<file path="src/rtl/instr_fetch_unit.sv">
// Instruction fetch stage: holds the PC, issues one word request at a time to
// instruction memory, buffers returned words with their PC in a small FIFO and
// hands them to decode over a valid/ready handshake. A redirect flushes the
// buffer, reloads the PC and discards any fetch still in flight.
module instr_fetch_unit #(
    parameter logic [31:0] RESET_PC   = 32'h0000_0000,
    parameter int          FIFO_DEPTH = 2
) (
    input  logic        clk_i,
    input  logic        rst_i,
    input  logic        start_i,
    output logic        imem_req_o,
    output logic [31:0] imem_addr_o,
    input  logic        imem_rvalid_i,
    input  logic [31:0] imem_rdata_i,
    input  logic        redirect_i,
    input  logic [31:0] redirect_pc_i,
    output logic        instr_valid_o,
    output logic [31:0] instr_o,
    output logic [31:0] instr_pc_o,
    input  logic        instr_ready_i
);
    localparam int AW = (FIFO_DEPTH > 1) ? $clog2(FIFO_DEPTH) : 1;
    localparam int CW = AW + 1;
    localparam logic [CW-1:0] DEPTH_C = CW'(FIFO_DEPTH);

    typedef enum logic [1:0] {
        S_IDLE  = 2'd0,
        S_FETCH = 2'd1,
        S_WAIT  = 2'd2
    } state_e;

    state_e        state_q, state_d;
    logic [31:0]   pc_q, pc_d;
    logic [31:0]   fetch_pc_q, fetch_pc_d;
    logic          discard_q, discard_d;
    logic [CW-1:0] count_q, count_d;
    logic [AW-1:0] rd_ptr_q, rd_ptr_d;
    logic [AW-1:0] wr_ptr_q, wr_ptr_d;

    logic [31:0]   instr_mem_q [FIFO_DEPTH];
    logic [31:0]   pc_mem_q    [FIFO_DEPTH];
    logic [31:0]   last_instr_q;
    logic [31:0]   last_pc_q;

    logic          outstanding_s;
    logic          head_valid_s;
    logic          room_s;
    logic          issue_s;
    logic          push_s;
    logic          pop_s;
    logic          unused_pc_lsb_s;

    // The only outstanding fetch is the one being waited on.
    assign outstanding_s   = (state_q == S_WAIT);
    assign head_valid_s    = (count_q != {CW{1'b0}});
    assign room_s          = ({1'b0, count_q} + {{CW{1'b0}}, outstanding_s}) < {1'b0, DEPTH_C};
    // A redirect suppresses the request so no stale address is fetched.
    assign issue_s         = (state_q == S_FETCH) && room_s && !redirect_i;
    assign push_s          = outstanding_s && imem_rvalid_i && !discard_q && !redirect_i;
    assign pop_s           = head_valid_s && instr_ready_i && !redirect_i;
    assign unused_pc_lsb_s = ^redirect_pc_i[1:0];

    assign imem_req_o    = issue_s;
    assign imem_addr_o   = pc_q;
    assign instr_valid_o = head_valid_s;
    // When empty the last delivered word is held so decode never sees garbage.
    assign instr_o       = head_valid_s ? instr_mem_q[rd_ptr_q] : last_instr_q;
    assign instr_pc_o    = head_valid_s ? pc_mem_q[rd_ptr_q]    : last_pc_q;

    // Next-state logic for the fetch FSM, PC and FIFO bookkeeping.
    always_comb begin
        state_d    = state_q;
        pc_d       = pc_q;
        fetch_pc_d = issue_s ? pc_q : fetch_pc_q;
        discard_d  = discard_q;
        count_d    = count_q;
        rd_ptr_d   = rd_ptr_q;
        wr_ptr_d   = wr_ptr_q;
        if (redirect_i) begin
            count_d  = {CW{1'b0}};
            rd_ptr_d = {AW{1'b0}};
            wr_ptr_d = {AW{1'b0}};
            pc_d     = {redirect_pc_i[31:2], 2'b00};
            if (outstanding_s) begin
                if (imem_rvalid_i) begin
                    state_d   = S_FETCH;
                    discard_d = 1'b0;
                end else begin
                    discard_d = 1'b1;
                end
            end else begin
                state_d = state_q;
            end
        end else begin
            case (state_q)
                S_IDLE: begin
                    if (start_i) begin
                        state_d = S_FETCH;
                    end else begin
                        state_d = S_IDLE;
                    end
                end
                S_FETCH: begin
                    if (issue_s) begin
                        pc_d    = pc_q + 32'd4;
                        state_d = S_WAIT;
                    end else begin
                        state_d = S_FETCH;
                    end
                end
                S_WAIT: begin
                    if (imem_rvalid_i) begin
                        discard_d = 1'b0;
                        state_d   = S_FETCH;
                    end else begin
                        state_d = S_WAIT;
                    end
                end
                default: begin
                    state_d = S_IDLE;
                end
            endcase
            if (push_s && !pop_s) begin
                count_d = count_q + CW'(1);
            end else if (pop_s && !push_s) begin
                count_d = count_q - CW'(1);
            end else begin
                count_d = count_q;
            end
            wr_ptr_d = push_s ? (wr_ptr_q + AW'(1)) : wr_ptr_q;
            rd_ptr_d = pop_s  ? (rd_ptr_q + AW'(1)) : rd_ptr_q;
        end
    end

    // Control registers: FSM state, PC, discard flag and FIFO pointers.
    always_ff @(posedge clk_i or negedge rst_i) begin
        if (!rst_i) begin
            state_q    <= S_IDLE;
            pc_q       <= RESET_PC;
            fetch_pc_q <= RESET_PC;
            discard_q  <= 1'b0;
            count_q    <= {CW{1'b0}};
            rd_ptr_q   <= {AW{1'b0}};
            wr_ptr_q   <= {AW{1'b0}};
        end else begin
            state_q    <= state_d;
            pc_q       <= pc_d;
            fetch_pc_q <= fetch_pc_d;
            discard_q  <= discard_d;
            count_q    <= count_d;
            rd_ptr_q   <= rd_ptr_d;
            wr_ptr_q   <= wr_ptr_d;
        end
    end

    // Instruction buffer storage and the hold register for the last delivered word.
    always_ff @(posedge clk_i or negedge rst_i) begin
        if (!rst_i) begin
            for (int i = 0; i < FIFO_DEPTH; i++) begin
                instr_mem_q[i] <= 32'h0;
                pc_mem_q[i]    <= 32'h0;
            end
            last_instr_q <= 32'h0;
            last_pc_q    <= 32'h0;
        end else begin
            if (push_s) begin
                instr_mem_q[wr_ptr_q] <= imem_rdata_i;
                pc_mem_q[wr_ptr_q]    <= fetch_pc_q;
            end
            if (pop_s) begin
                last_instr_q <= instr_mem_q[rd_ptr_q];
                last_pc_q    <= pc_mem_q[rd_ptr_q];
            end
        end
    end
endmodule

</file>
<file path="config.mk">
export PLATFORM = sky130hd
export DESIGN_NAME = instr_fetch_unit
export DESIGN_NICKNAME = d
export VERILOG_FILES = /design/src/rtl/instr_fetch_unit.sv
export SDC_FILE = /design/constraint.sdc
export NUM_CORES = 1
export LEC_CHECK = 0
export ABC_AREA = 1
export CAP_MARGIN = 40
export CORE_MARGIN = 5
export CORE_UTILIZATION = 33
export DETAILED_ROUTE_END_ITERATION = 12
export GPL_TIMING_DRIVEN = 0
export SLEW_MARGIN = 20
export SYNTH_ARGS = -nofsm -noshare
export SYNTH_HDL_FRONTEND = slang
export SYNTH_SLANG_ARGS = --single-unit
</file>
<file path="constraint.sdc">
create_clock -name clk_i -period 2.1 [get_ports clk_i]
set_input_delay 0.21 -clock clk_i [delete_from_list [all_inputs] [get_ports clk_i]]
set_output_delay 0.21 -clock clk_i [all_outputs]
set_load 0.03 [all_outputs]
</file>
Figure 1. Cell sizes after repair.
Bar = 50 um.
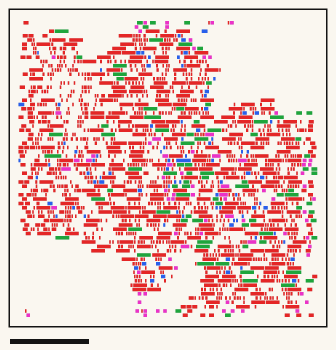
[green] drive 6 and up | cells: 85 | share: 4.8%
[blue] drive 2 | cells: 86 | share: 4.9%
[magenta] drive 3 to 4 | cells: 79 | share: 4.5%
[red] drive 1 or less | cells: 1513 | share: 86%

Figure 2. Signal wires on met3.
Bar = 50 um.
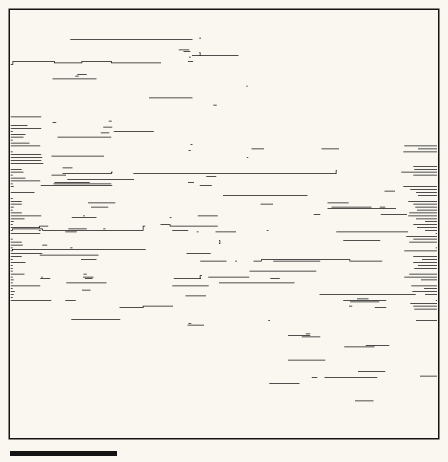
wire length on this layer: 2330 um
share of all routed wire: 6.4%
nets with wire on the layer: 172

==> flow.log <==
[report] implementation figures
[metrics] worst path arrival time: between 1.5 and 2 ns
[metrics] detail-routed via count per cell: 4.831
[metrics] Std-Cell Core Area: 0.03557 mm2
[metrics] family with the most delay on the worst path: buffers and inverters
[metrics] violated checks: setup timing
[metrics] RR Endpoint: last_pc_q[13]
[metrics] class of the worst hold path: input port to async pin
[metrics] synthesis-to-layout area growth: 30.92%
[metrics] async set or reset register ratio after synthesis: 100.0%
[metrics] synth unique cells: 34
[metrics] port bufs: ~160
[metrics] PwrDens: between 1000 and 1500 mW/mm2
[metrics] Post-Syn Area: around 0.012 mm2
[metrics] run status: complete, but fails checks
[metrics] HPWL Detailed: between 20000 and 30000 um
[metrics] number of setup violations in the final report: 8
[metrics] Post-Route Utilization: a little over two fifths
[metrics] transition time at the pin with the least slew margin: 0.6620 ns
[metrics] number of placement rows: roughly 70
[metrics] wire length of the first global-routing pass: 57860 um
[metrics] number of antenna violations at the first check in global routing: 1
[metrics] kind of end point of the critical path: output pin
[metrics] CTS root buffer: clkbuf_16
[metrics] start-to-end type of the worst setup path: flip-flop to output pin
[metrics] maximum fanout along the worst path: 10
[metrics] GRT Residual Overflow: 0
[metrics] floorplan die width: ~200 um
[metrics] LEAKAGE: approximately 0.0074 uW
[metrics] Max Transition Viols Final: 0
[metrics] number of buffers created by CTS: 29
[metrics] launching element type of the critical path: flip-flop
[metrics] synthesized netlist cell count: 1536
[metrics] final critical-path setup slack: -0.03218 ns
[metrics] Primary FF master, synth: dfrtp_1
[metrics] fin crit share: 101.5%
[metrics] switching power share of the total: roughly 40%
[metrics] unrepaired setup endpoints after global routing: true
[metrics] Placed Instances: ~2200
[metrics] cell at the slowest stage of the critical path: dfrtp_1
[metrics] wire length after detailed routing: ~36000 um
[metrics] Syn Area/Cell: 7.741 um2
[metrics] post-synthesis sequential element count: ~250
[metrics] Initial Utilization: between 30% and 40%
[metrics] maximum number of pins on one net before global-route repair: 78
[metrics] Yosys Chip Area: 0.01189 mm2
[metrics] top power group: combinational cells
## repair_timing
item,CTS,global route
setup buffers,2,5
hold endpoints to repair,178,0
pin swaps,0,2
cloned,0,2
setup endpoints to repair,64,68
hold buffers,1,0
gates resized,568,95
## kinds of logic (layout without fill, tap and decap cells)
family	after synthesis	count (layout)	share of synthesized area (%)
other cells	1	4	0.03154
flops	253	253	53.25
xor+xnor	3	3	0.2210
compound gates	314	314	13.52
fa+ha+maj	1	1	0.1052
buf+inv	252	476	8.713
simple gates	712	712	24.16
## metal layers
layer | track usage (%) | vias to the layer above | part of all wire, %
li1 | - | 5255 | -
met1 | 25.50 | 5144 | 46
met2 | 28.65 | 295 | 46
met3 | 3.340 | 48 | 6.4
met4 | 4.050 | 2 | 1.8
met5 | 0 | - | 0.033
## through the flow
stage	total power [uW]	hold WS [ns]	area (um2)
3_3_place_gp	14230	0.4665	14080
4_1_cts	19800	0.1315	15290
2_1_floorplan	11290	-0.08559	11900
6_report	20110	0.1392	15570
5_1_grt	21390	0.1483	15570
3_5_place_dp	14340	0.1048	14170
## cell usage after synthesis (5+ instances only)
master / number / area (um2)
a21oi_1: 21 / 105.1
buf_2: 30 / 150.1
buf_6: 5 / 56.30
clkbuf_1: 44 / 165.2
dfrtp_1: 253 / 6331
inv_1: 160 / 600.6
inv_2: 5 / 18.77
nand2_1: 572 / 2147
nand3_1: 37 / 185.2
nand3b_1: 10 / 75.07
nand4_1: 14 / 87.58
nor2_1: 63 / 236.5
nor2_4: 5 / 56.30
o211ai_1: 6 / 45.04
o21ai_0: 167 / 835.8
o21ai_1: 112 / 560.5
## cell usage in the layout (no fill, tap or decap), types with 3 or more instances in the layout
master	Yosys	final
dfrtp_1	253	252
nand3b_1	10	10
clkbuf_4	0	4
clkbuf_8	0	13
buf_6	5	32
clkinv_2	0	6
o21ai_4	0	9
o21ai_0	167	111
o221ai_1	3	3
inv_2	5	4
a21oi_1	21	21
o21ai_1	112	135
nand2_1	572	561
nor2_1	63	61
clkbuf_1	44	31
buf_2	30	29
nand2_2	4	15
buf_8	0	3
buf_4	4	55
o21ai_2	0	24
clkdlybuf4s50_1	0	95
clkbuf_16	0	30
nand3_1	37	37
buf_16	0	3
bufinv_16	0	3
conb_1	1	4
nor2_4	5	6
inv_1	160	159
o211ai_1	6	6
nand4_1	14	14
## worst register-to-register path, delay by kind of cell, from the launching register on
kind	cells	cell delay, ns
AND-OR/OR-AND	1	0.09
flip-flops	1	0.38
AND/OR/NAND/NOR	4	0.54
buffers and inverters	4	0.86
## cell type report
cell class / count / area (um2) / share of cell area (%)
buffer: 85 / 589.3 / 3.786
clock inverter: 11 / 135.1 / 0.8681
timing repair buffer: 173 / 1705 / 10.96
tap: 461 / 576.8 / 3.705
inverter: 165 / 629.4 / 4.043
sequential: 253 / 6332 / 40.68
multi-input combinational: 1034 / 4763 / 30.60
clock buffer: 42 / 834.6 / 5.361
## flip-flops by register name (all words and copies together) (netlist names)
register	cells
state_q	2
rd_ptr_q	1
wr_ptr_q	1
last_pc_q	30
fetch_pc_q	30
pc_mem_q	60
instr_mem_q	64
discard_q	1
imem_addr_o	30
count_q	2
last_instr_q	32
Power and IR drop assume default switching activity.
